$ cat config.mk
export PLATFORM = sky130hd
export DESIGN_NAME = fp_add_sequencer
export DESIGN_NICKNAME = d
export VERILOG_FILES = /design/src/rtl/fp_add_pkg.sv /design/src/rtl/fp_add_sequencer_exp_compare.sv /design/src/rtl/fp_add_sequencer.sv
export SDC_FILE = /design/constraint.sdc
export NUM_CORES = 1
export LEC_CHECK = 0
export CAP_MARGIN = 25
export CORE_MARGIN = 8
export CORE_UTILIZATION = 45
export DETAILED_ROUTE_END_ITERATION = 7
export GPL_TIMING_DRIVEN = 0
export PLACE_DENSITY = 0.71
export SLEW_MARGIN = 20
export SYNTH_ARGS = -nofsm -noshare
export SYNTH_HDL_FRONTEND = slang
export SYNTH_SLANG_ARGS = --single-unit
$ cat constraint.sdc
create_clock -name clk -period 6.25 [get_ports clk]
set_input_delay 1.25 -clock clk [delete_from_list [all_inputs] [get_ports clk]]
set_output_delay 1.25 -clock clk [all_outputs]
set_load 0.05 [all_outputs]
$ cat src/rtl/fp_add_pkg.sv
// Shared types, constants and binary32 field helpers for the sequenced FP adder.
package fp_add_pkg;

    // Controller states, one per datapath step.
    typedef enum logic [2:0] {
        S_IDLE  = 3'd0,
        S_CMP   = 3'd1,
        S_ALIGN = 3'd2,
        S_ADD   = 3'd3,
        S_NORM  = 3'd4,
        S_DONE  = 3'd5
    } state_t;

    localparam logic [7:0]  EXP_MAX = 8'd255;
    localparam logic [7:0]  BIAS    = 8'd127;
    localparam logic [31:0] QNAN    = 32'h7FC0_0000;
    localparam logic [31:0] POS_INF = 32'h7F80_0000;

    function automatic logic f_sign(input logic [31:0] x);
        return x[31];
    endfunction

    function automatic logic [7:0] f_exp(input logic [31:0] x);
        return x[30:23];
    endfunction

    function automatic logic [22:0] f_frac(input logic [31:0] x);
        return x[22:0];
    endfunction

endpackage

$ cat src/rtl/fp_add_sequencer_exp_compare.sv
// Combinational exponent subtractor: magnitude of the difference plus borrow.
module fp_exp_compare #(
    parameter int W = 8
) (
    input  logic [W-1:0] exp_a,
    input  logic [W-1:0] exp_b,
    output logic [W-1:0] diff,
    output logic         a_lt_b
);

    logic [W:0] d_ab;

    // The borrow of a - b tells which exponent is larger; diff is always |a - b|.
    always_comb begin
        d_ab   = {1'b0, exp_a} - {1'b0, exp_b};
        a_lt_b = d_ab[W];
        diff   = a_lt_b ? (exp_b - exp_a) : d_ab[W-1:0];
    end

endmodule

$ cat src/rtl/fp_add_sequencer.sv
// Multi-cycle binary32 adder controller: compare, align, add, normalise, pack.
// Handshakes: a transfer happens on a rising edge where valid and ready are both
// high; out_valid holds with result stable until out_ready is seen.
module fp_add_sequencer
    import fp_add_pkg::*;
#(
    parameter int EXP_W     = 8,
    parameter int MAN_W     = 23,
    parameter int ALIGN_CAP = 25
) (
    input  logic        clk,
    input  logic        rst,
    input  logic        in_valid,
    output logic        in_ready,
    input  logic [31:0] a,
    input  logic [31:0] b,
    output logic        out_valid,
    input  logic        out_ready,
    output logic [31:0] result,
    output logic        busy
);

    localparam int CNT_W = $clog2(ALIGN_CAP + 1);

    state_t             state;
    logic [31:0]        op_a;
    logic [31:0]        op_b;
    logic [EXP_W-1:0]   exp_r;
    logic [MAN_W:0]     man_big;
    logic [MAN_W:0]     man_small;
    logic               sign_big;
    logic               sign_small;
    logic               resolved;
    logic [CNT_W-1:0]   cnt;

    // Operand classification on the captured pair (denormals count as zero).
    logic               sa, sb;
    logic [EXP_W-1:0]   ea, eb;
    logic [MAN_W-1:0]   fa, fb;
    logic               a_zero, b_zero, a_inf, b_inf, a_nan, b_nan;

    assign sa     = f_sign(op_a);
    assign sb     = f_sign(op_b);
    assign ea     = f_exp(op_a);
    assign eb     = f_exp(op_b);
    assign fa     = f_frac(op_a);
    assign fb     = f_frac(op_b);
    assign a_zero = (ea == '0);
    assign b_zero = (eb == '0);
    assign a_inf  = (ea == EXP_MAX) && (fa == '0);
    assign b_inf  = (eb == EXP_MAX) && (fb == '0);
    assign a_nan  = (ea == EXP_MAX) && (fa != '0);
    assign b_nan  = (eb == EXP_MAX) && (fb != '0);

    logic [EXP_W-1:0]   diff;
    logic               a_lt_b;
    logic [CNT_W-1:0]   k;

    fp_exp_compare #(.W(EXP_W)) u_exp_compare (
        .exp_a  (ea),
        .exp_b  (eb),
        .diff   (diff),
        .a_lt_b (a_lt_b)
    );

    assign k = (diff > EXP_W'(ALIGN_CAP)) ? CNT_W'(ALIGN_CAP) : diff[CNT_W-1:0];

    logic               is_special;
    logic [31:0]        special_res;

    // Resolve NaN / infinity / zero operands without touching the datapath.
    always_comb begin
        is_special  = a_nan | b_nan | a_inf | b_inf | a_zero | b_zero;
        special_res = '0;
        if (a_nan || b_nan || (a_inf && b_inf && (sa != sb))) begin
            special_res = QNAN;
        end else if (a_inf) begin
            special_res = op_a;
        end else if (b_inf) begin
            special_res = op_b;
        end else if (a_zero && b_zero) begin
            special_res = '0;
        end else if (a_zero) begin
            special_res = op_b;
        end else if (b_zero) begin
            special_res = op_a;
        end
    end

    logic               mag_ge;
    logic [MAN_W+1:0]   raw_sum;
    logic               add_sign;
    logic [EXP_W-1:0]   exp_inc;
    logic [EXP_W-1:0]   norm_exp;
    logic [MAN_W:0]     norm_man;

    // Magnitude add/subtract of the aligned mantissas and the one-step normalise shift.
    always_comb begin
        mag_ge = (man_big >= man_small);
        if (sign_big == sign_small) begin
            raw_sum  = {1'b0, man_big} + {1'b0, man_small};
            add_sign = sign_big;
        end else if (mag_ge) begin
            raw_sum  = {1'b0, man_big} - {1'b0, man_small};
            add_sign = sign_big;
        end else begin
            raw_sum  = {1'b0, man_small} - {1'b0, man_big};
            add_sign = sign_small;
        end
        exp_inc  = exp_r + EXP_W'(1);
        norm_exp = exp_r - EXP_W'(1);
        norm_man = man_big << 1;
    end

    // Controller FSM with registered handshake outputs and result.
    // Specials resolved in CMP pass through the ADD slot untouched so their
    // latency matches a zero-shift operation.
    always_ff @(posedge clk or posedge rst) begin
        if (rst) begin
            state      <= S_IDLE;
            op_a       <= '0;
            op_b       <= '0;
            exp_r      <= '0;
            man_big    <= '0;
            man_small  <= '0;
            sign_big   <= 1'b0;
            sign_small <= 1'b0;
            resolved   <= 1'b0;
            cnt        <= '0;
            result     <= '0;
            in_ready   <= 1'b0;
            out_valid  <= 1'b0;
            busy       <= 1'b0;
        end else begin
            case (state)
                S_IDLE: begin
                    if (in_valid && in_ready) begin
                        op_a     <= a;
                        op_b     <= b;
                        in_ready <= 1'b0;
                        busy     <= 1'b1;
                        state    <= S_CMP;
                    end else begin
                        in_ready <= 1'b1;
                    end
                end
                S_CMP: begin
                    if (is_special) begin
                        result   <= special_res;
                        resolved <= 1'b1;
                        state    <= S_ADD;
                    end else begin
                        resolved <= 1'b0;
                        cnt      <= k;
                        if (a_lt_b) begin
                            exp_r      <= eb;
                            man_big    <= {1'b1, fb};
                            man_small  <= {1'b1, fa};
                            sign_big   <= sb;
                            sign_small <= sa;
                        end else begin
                            exp_r      <= ea;
                            man_big    <= {1'b1, fa};
                            man_small  <= {1'b1, fb};
                            sign_big   <= sa;
                            sign_small <= sb;
                        end
                        state <= (k != '0) ? S_ALIGN : S_ADD;
                    end
                end
                S_ALIGN: begin
                    man_small <= man_small >> 1;
                    cnt       <= cnt - CNT_W'(1);
                    if (cnt == CNT_W'(1)) begin
                        state <= S_ADD;
                    end
                end
                S_ADD: begin
                    if (resolved) begin
                        out_valid <= 1'b1;
                        state     <= S_DONE;
                    end else if (raw_sum[MAN_W+1]) begin
                        if (exp_inc == EXP_MAX) begin
                            result <= {add_sign, POS_INF[30:0]};
                        end else begin
                            result <= {add_sign, exp_inc, raw_sum[MAN_W:1]};
                        end
                        out_valid <= 1'b1;
                        state     <= S_DONE;
                    end else if (raw_sum == '0) begin
                        result    <= '0;
                        out_valid <= 1'b1;
                        state     <= S_DONE;
                    end else if (raw_sum[MAN_W]) begin
                        result    <= {add_sign, exp_r, raw_sum[MAN_W-1:0]};
                        out_valid <= 1'b1;
                        state     <= S_DONE;
                    end else begin
                        man_big  <= raw_sum[MAN_W:0];
                        sign_big <= add_sign;
                        state    <= S_NORM;
                    end
                end
                S_NORM: begin
                    if (norm_exp == '0) begin
                        result    <= {sign_big, 31'd0};
                        out_valid <= 1'b1;
                        state     <= S_DONE;
                    end else if (norm_man[MAN_W]) begin
                        result    <= {sign_big, norm_exp, norm_man[MAN_W-1:0]};
                        out_valid <= 1'b1;
                        state     <= S_DONE;
                    end else begin
                        man_big <= norm_man;
                        exp_r   <= norm_exp;
                    end
                end
                S_DONE: begin
                    if (out_ready) begin
                        out_valid <= 1'b0;
                        in_ready  <= 1'b1;
                        busy      <= 1'b0;
                        state     <= S_IDLE;
                    end
                end
                default: begin
                    state <= S_IDLE;
                end
            endcase
        end
    end

endmodule
layers.png
Bar = 50 um.
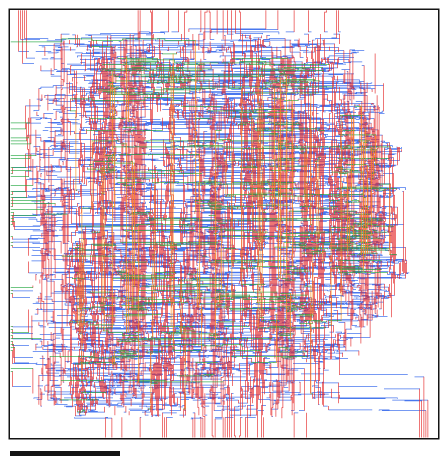
| colour | layer | wire length |
|---|---|---|
| blue | M1 | 24.4 mm |
| red | M2 | 24.8 mm |
| orange | M4 | 3430 um |
| green | M3 | 5240 um |
all-layer global routing usage: 29.96%
Avg WL per Cell: 25.66 um
aggregate routed wire length: 57860 um
number of vias in the routed layout: 14900

pinout.png
Pins as bars across the die edge, other pins in grey.
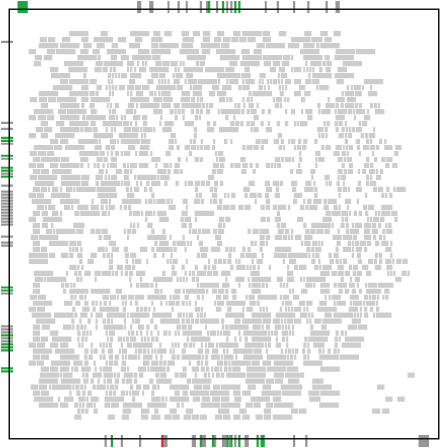
| colour | port | pins | direction | edge |
|---|---|---|---|---|
| red | `in_ready` | 1 | output | bottom |
| green | `b` | 32 | input | 14 left, 9 bottom, 9 top |
all pins by edge: 42 left, 33 bottom, 28 top
number of buffers added on ports: 102
Die Width: 194.4 um

port_trees.png
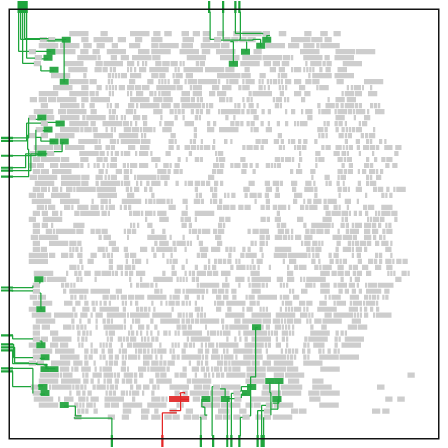
| colour | port | bits | direction | edge | end cells | buffers | wire |
|---|---|---|---|---|---|---|---|
| red | `in_ready` | 1 | output | bottom | 1 | 1 | 37.0 um |
| green | `b` | 32 | input | 14 left, 9 bottom, 9 top | 32 | 32 | 862 um |

clock_wires.png
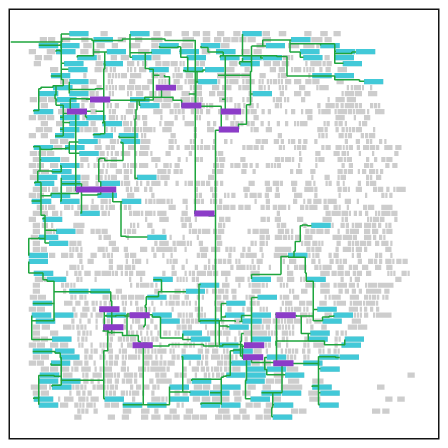
[cyan] flip-flops | count: 166
[green] clock wires | length: 2420 um
[purple] clock-net drivers | count: 17
routed clock nets: 18
Clk. pwr: 1110 uW
clock skew: 0.01620 ns

==> reports/highlights.md <==
## Final timing
* highest attainable clock frequency: 168.5 MHz
* transition time of the tightest slew-check pin: 1.173 ns
* unrepaired setup endpoints after global routing: false
* number of failing hold endpoints at the final stage: 0
* relative max-transition margin: 21.83%
* fraction of the cycle the final worst path needs: 94.97%
* Final Hold Slack: 0.5001 ns
* Final Max-Slew Violation Tally: 0
* time the worst path needs with I/O delays and setup: 5.935 ns
* final count of negative-setup-slack endpoints: 0

## Yosys
* top cells by count, synth: nand2_1, dfrtp_1, a21oi_1, inv_1, nor2_1
* prevailing logic family in the synthesized netlist: AND-OR/OR-AND gates
* post-synth tally of flip-flops with integrated enable: 0
* number of cells in Yosys stat: 1717
* register bit count reported by yosys: 166
* instance count of the mapped netlist: 1717
* mux frac, synth: 10.63%
* Async SR Flop Fraction: 100.0%
* total standard cell area after synthesis: 14320 um^2
* simple-gate portion of the synthesized area: 17.69%
* Avg Cell Area, Syn: 8.339 um^2
* arithmetic-cell share of the synthesized area counting full adders, half adders and majority gates: 8.826%
* Main area contributors: dfrtp_1, ha_1, nand2_1
* Synth area leader: dfrtp_1
* area share of the largest cell type after synthesis: 29.01%
* number of nets at floorplan: 1883
* Synth top cell by count: nand2_1
* register area share after synthesis: 29.01%
* dominant register cell in the synthesized netlist: dfrtp_1
* xor and xnor fraction of the mapped netlist area: 1.774%
* tally of unique sky130hd cells used after synthesis: 90

## Worst setup path
* Worst Reg-to-Reg Cells: 17
* capturing element type of the critical path: flip-flop
* number of logic stages on the critical path including buffering: 17
* worst setup path startpoint: man_big[6]
* endpoint required time on the critical path: 6.62 ns
* cell type group with the largest total delay on the critical path: AND-OR/OR-AND gates
* WP buf/inv: 4
* setup slack, reg-to-reg: 0.31 ns
* Worst Path Arrival: 6.31 ns
* list of cells traversed by the critical path: inv_1, ha_1, clkbuf_1, and2_1, a221o_1, a221oi_1, o21ai_0, a311oi_1, a221oi_1, or3_1, a21oi_1, o21ai_0, a21oi_1, and2_1, buf_2, buf_2, mux2i_1
* worst-path fanout max: 10
* startpoint of the worst register-to-register path: man_big[6]
* worst setup path end: man_big[2]

## CTS
* clock insertion delay at the later pin of the skew report: 0.45 ns
* Clock Tree Root: clkbuf_16
* number of buffers inserted for hold repair after clock tree synthesis: 0
* CTS max path bufs: 2
* post-cts repair resize count: 0
* Sinks on Clock Net: 166
* setup fix buffers added after clock tree synthesis: 0
* CTS tree: built
* number of CTS-inserted buffers: 17
* clock-pin slew of the registers on the worst-case setup and hold paths: 0.08 ns

## Floorplan
* Core Rows: 65
* initial standard-cell utilization of the core: 45.49%
* total core area: 31470 um^2
* tap cell count: 402
* die footprint: 37780 um^2
* count of boundary I/O pins: 103

## Final layout
* Top Registers: op_a (32), op_b (32), result (32)
* most common logic cells in the final layout: nand2_1, dfrtp_1, a21oi_1
* fill cell total of the finished layout: 2927
* multi-input gates: 1333
* post-layout utilization of the core: 52.40%
* count of clock buffers in the final design: 18
* Area growth syn-to-layout: 15.20%
* number of diodes added for antenna fixing: 0
* Storage cell area: 4154 um^2
* Inverters excl. clock: 111
* Final Non-Filler Cells: 2255
* clock network contribution to total cell area: 3.626%
* post-layout net count: 2007
* flip-flop and latch share of the layout cell area: 25.19%
* Non-clock buffering overhead: 9.156%
* post-route standard cell area excluding fillers: 16490 um^2
* most used logic cell in the final layout: nand2_1
* number of sequential cells: 166
* bufs w/o clock: 212
* logic share of the area: 56.41%

## Run status
* run status: finished, final reports clean

## Placed design
* cell area after placement: 15880 um^2
* routability congestion estimate from global placement: 1.005
* detailed-placement wirelength estimate: 45610 um

## Drt
* detailed-route DRC error count: 0
* Pre-Repair DR Iteration Count: 6
* post-detailed-route count of antenna-violating nets: 0
* number of violations reported at the end of detailed-routing iteration 0: 1765

## Run
* Max Cap Viol: 0
* tool warning count: 85

## Global route
* maximum number of pins on one net before global-route repair: 88
* number of antenna violations at the first check in global routing: 0
* Congestion Overflow GR: 0
* number of global-route vias before repair: 14650
* global-route wire length before repair: 88620 um

## Power and ir drop
* worst ir drop on vdd: 0.1405 mV
* leakage power total: 0.007698 uW
* power density normalized to cell area: 136.4 nW/um^2

## Worst hold path
* worst hold endpoint: result[22]
* kind of path behind the tightest hold check: flip-flop to flip-flop
* Hold Crit Start: result[22]
* Hold Path Cell Cnt: 1

[power by group]
part,switching [uW],internal (uW),total (uW)
clock network,498,610,1110
registers,0,1070,1070
logic,28.5,38.8,67.3
[per-layer routing]
layer	vias up	track usage, %	routed length, um
li1	6570	-	-
met1	7228	39.89	24390
met2	921	45.45	24800
met3	178	5.545	5239
met4	0	16.55	3426
met5	-	0	0
[metrics by stage]
step	power (uW)	setup WS, ns
2_1_floorplan	1111	0.5100
3_3_place_gp	1160	-1.952
3_5_place_dp	1164	0.5411
4_1_cts	2268	0.4946
5_1_grt	2311	0.1288
6_report	2249	0.3146
No activity file was given, so power comes from the tool's default toggle rates.
